==> config.mk <==
export PLATFORM = sky130hd
export DESIGN_NAME = disc_isqrt
export DESIGN_NICKNAME = d
export VERILOG_FILES = /design/src/rtl/disc_isqrt.sv
export SDC_FILE = /design/constraint.sdc
export NUM_CORES = 1
export LEC_CHECK = 0
export ABC_CLOCK_PERIOD_IN_PS = 3000
export CORE_UTILIZATION = 27
export DETAILED_ROUTE_END_ITERATION = 12
export DONT_BUFFER_PORTS = 1
export GPL_ROUTABILITY_DRIVEN = 0
export PLACE_DENSITY = 0.49
export SYNTH_ARGS = -nofsm -noshare
export SYNTH_HDL_FRONTEND = slang
export SYNTH_SLANG_ARGS = --single-unit
==> constraint.sdc <==
create_clock -name clk -period 3 [get_ports clk]
set_input_delay 0.45 -clock clk [delete_from_list [all_inputs] [get_ports clk]]
set_output_delay 0.45 -clock clk [all_outputs]
set_load 0.02 [all_outputs]
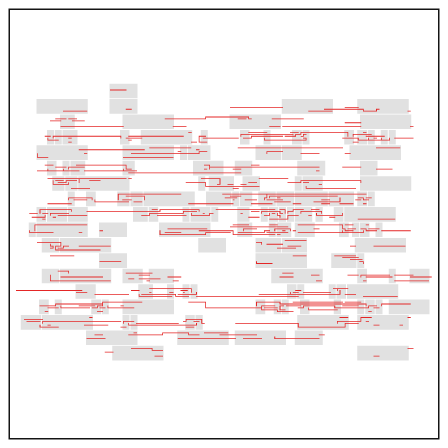
(metal 1)
wire length on this layer: 1310 um
longest straight run: 25.3 um
share of all routed wire: 47%
nets with wire on the layer: 151
main direction: horizontal
Routed WL: 2.787 mm
met1 usage: 14.40%
Vias: 964

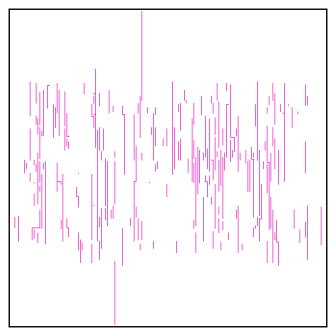
(metal 2)
nets with wire on the layer: 131
wire length on this layer: 1210 um
main direction: vertical
share of all routed wire: 43%
longest straight run: 26.5 um
met2 Usage GRT: 17.66%

==> results.sh <==
# implementation run metrics
export IMPL_stdcell_area_um2=1662
export IMPL_fp_dieW_um=75.48
export IMPL_clk_pin_slew_ps=60
export IMPL_p_comb_share_pct=45.1
export IMPL_fp_row_count=26
export IMPL_fin_total_pwr_mw=2.154
export IMPL_fin_setup_tns_ps=0
export IMPL_dp_cells=207
export IMPL_ys_seq_share_pct=53.22
export IMPL_min_period_ps=1825
export IMPL_endpoint_kind="flip-flop"
export IMPL_timing_final_ws_setup_ps=1175
export IMPL_cp_arrival_ps=2030
export IMPL_holdCritPathClass="input pin to flip-flop"
export IMPL_reg2reg_slack_ps=1170
export IMPL_largest_reg_flops=8
export IMPL_ys_area_um2=1458
export IMPL_ir_drop_v=0.0004970
export IMPL_grt_first_pass_wirelength_mm=4.754
export IMPL_io_pins=22
export IMPL_r2r_cells=7
export IMPL_top_area_share_pct=53.22
export IMPL_p_sw_uw=900.2
export IMPL_top_cells_by_area="dfrtp_1 53%, o21ai_0 6.9%, nand2_1 6.2%"
export IMPL_slowest_delay_ps=360
export IMPL_cts_tree="done"
export IMPL_grt_ovfl_total=0
export IMPL_layout_top_cells="31 x dfrtp_1, 24 x nand2_1, 20 x o21ai_0"
export IMPL_warnings=27
export IMPL_antennaDiodeCount=0
export IMPL_syn_nets=158
export IMPL_fillers=554
export IMPL_p_int_mw=1.254
export IMPL_p_per_area_nw_per_um2=1296
export IMPL_final_setup_skew_ps=7.886
export IMPL_timing_hold_ws_ps=299.7
export IMPL_synth_largest_area_cell="dfrtp_1"
export IMPL_dpl_cell_area_um2=1531
export IMPL_maxSlewViolCount=0
export IMPL_clk_latency_ps=290
export IMPL_area_delta_synth_final_pct=13.99
export IMPL_crit_chain="inv_1 > ha_1 > a21o_1 > a31oi_2 > o21ai_4 > mux2_4 > o21ai_2"
export IMPL_synth_cells=140
export IMPL_drt_initial_drc_count=36
export IMPL_required_ps=3200
export IMPL_antenna_found_initial=0
export IMPL_ys_cells=140
export IMPL_drive_gt1_share_pct=11.56
export IMPL_grt_total_usage_pct=11.75
export IMPL_grt_setup_unrepaired="false"
export IMPL_p_seq_share_pct=38.1
export IMPL_critPathBufInv=1
export IMPL_startpoint_type="flip-flop"
export IMPL_detail_route_antenna_nets=0
export IMPL_swShare_pct=41.79
export IMPL_layout_cells_non_filler=217
export IMPL_grt_pass1_vias=1022
export IMPL_slew_limit_headroom_pct=65.16
export IMPL_finalHoldViolCount=0
export IMPL_grt_max_degree=32
export IMPL_critPathTopFamily="AND-OR/OR-AND gates"
export IMPL_wl_per_cell_um=12.84
export IMPL_ys_warn_count=0
export IMPL_clk_root_buffer_cell="clkbuf_8"
export IMPL_place_ws_ps=1174
export IMPL_fin_crit_sh_pct=60.83
export IMPL_viasPerCell=4.442
export IMPL_tightestPinTransition_ps=521.3
export IMPL_cts_buffers=5
export IMPL_final_setup_viol_count=0
export IMPL_p_clk_share_pct=16.8
export IMPL_cp_slowest_cell="ha_1"
export IMPL_numClockSinks=31
export IMPL_layout_top_cell="dfrtp_1"
export IMPL_synth_area_per_cell_um2=10.41
export IMPL_dpl_hpwl_mm=1.955
export IMPL_p_leak_nw=0.7686
export IMPL_holdPathStages=1
export IMPL_critPathKind="flip-flop to flip-flop"
export IMPL_chipArea_um2=5696
export IMPL_cp_max_fo=7
export IMPL_synth_flops=31
export IMPL_clk_path_buf_depth=2
export IMPL_die_h_um=75.48
export IMPL_core_area_um2=5140
export IMPL_synth_cell_types=26
export IMPL_status="finished, final reports clean"
export IMPL_fmax_mhz=547.9
export IMPL_final_util_pct=32.33
export IMPL_synthesis_area_um2=1458
export IMPL_path_depth=7
export IMPL_ctsHtreeMaxLevel=2
export IMPL_drc=0
export IMPL_cap_violations=0
export IMPL_fp_util_pct=28.36
export IMPL_fin_nets=164
export IMPL_firstDrtPassIters=4
export IMPL_portBuffers=0
-- synthesized netlist by cell type (all sizes together) --
library cell / number
a21o: 1
a21oi: 3
a22o: 3
a22oi: 2
a31oi: 1
buf: 3
clkbuf: 2
dfrtp: 31
ha: 7
inv: 9
mux2: 2
mux2i: 8
nand2: 24
nand2b: 5
nor2: 8
nor2b: 2
o21a: 1
o21ai: 23
o21bai: 1
xnor2: 3
xor2: 1
-- logic make-up (layout without fill, tap and decap cells) --
family / count (synthesis) / in the layout / share of synthesized area [%]
flip-flops: 31 / 31 / 53.22
AND/OR/NAND/NOR: 39 / 39 / 11.24
buffers and inverters: 14 / 21 / 4.292
AND-OR/OR-AND: 35 / 35 / 15.54
XOR/XNOR: 4 / 4 / 2.404
adder cells (fa/ha/maj): 7 / 7 / 6.008
multiplexers: 10 / 10 / 7.296
-- final cells by class --
class	instances	area (um2)	area share, %
sequential	31	775.7	46.69
tap	70	87.58	5.271
inverter	9	33.78	2.033
multi-input combinational	95	619.3	37.27
clock buffer	8	100.1	6.024
timing repair buffer	4	45.04	2.711
-- power by group through the flow --
stage          clock, mW  combinational, mW  sequential, mW
6_report           0.362              0.971           0.821
5_1_grt            0.389               1.12           0.850
4_1_cts            0.376              0.989           0.827
3_5_place_dp           0              0.974           0.834
3_3_place_gp           0              0.952           0.824
2_1_floorplan          0              0.812           0.793
-- repair_timing --
item                      in CTS  in global routing
hold endpoints to repair      31                  0
hold buffers                   2                  0
gates resized                  0                  0
buffers inserted               0                  0
-- per-layer routing --
| metal | GRT usage [%] | wire, um |
|---|---|---|
| met1 | 14.40 | 1308 |
| met2 | 17.66 | 1211 |
| met3 | 4.497 | 199 |
| met4 | 6.790 | 68 |
| met5 | 0 | 0 |
Power is estimated from default activity; no workload was simulated.
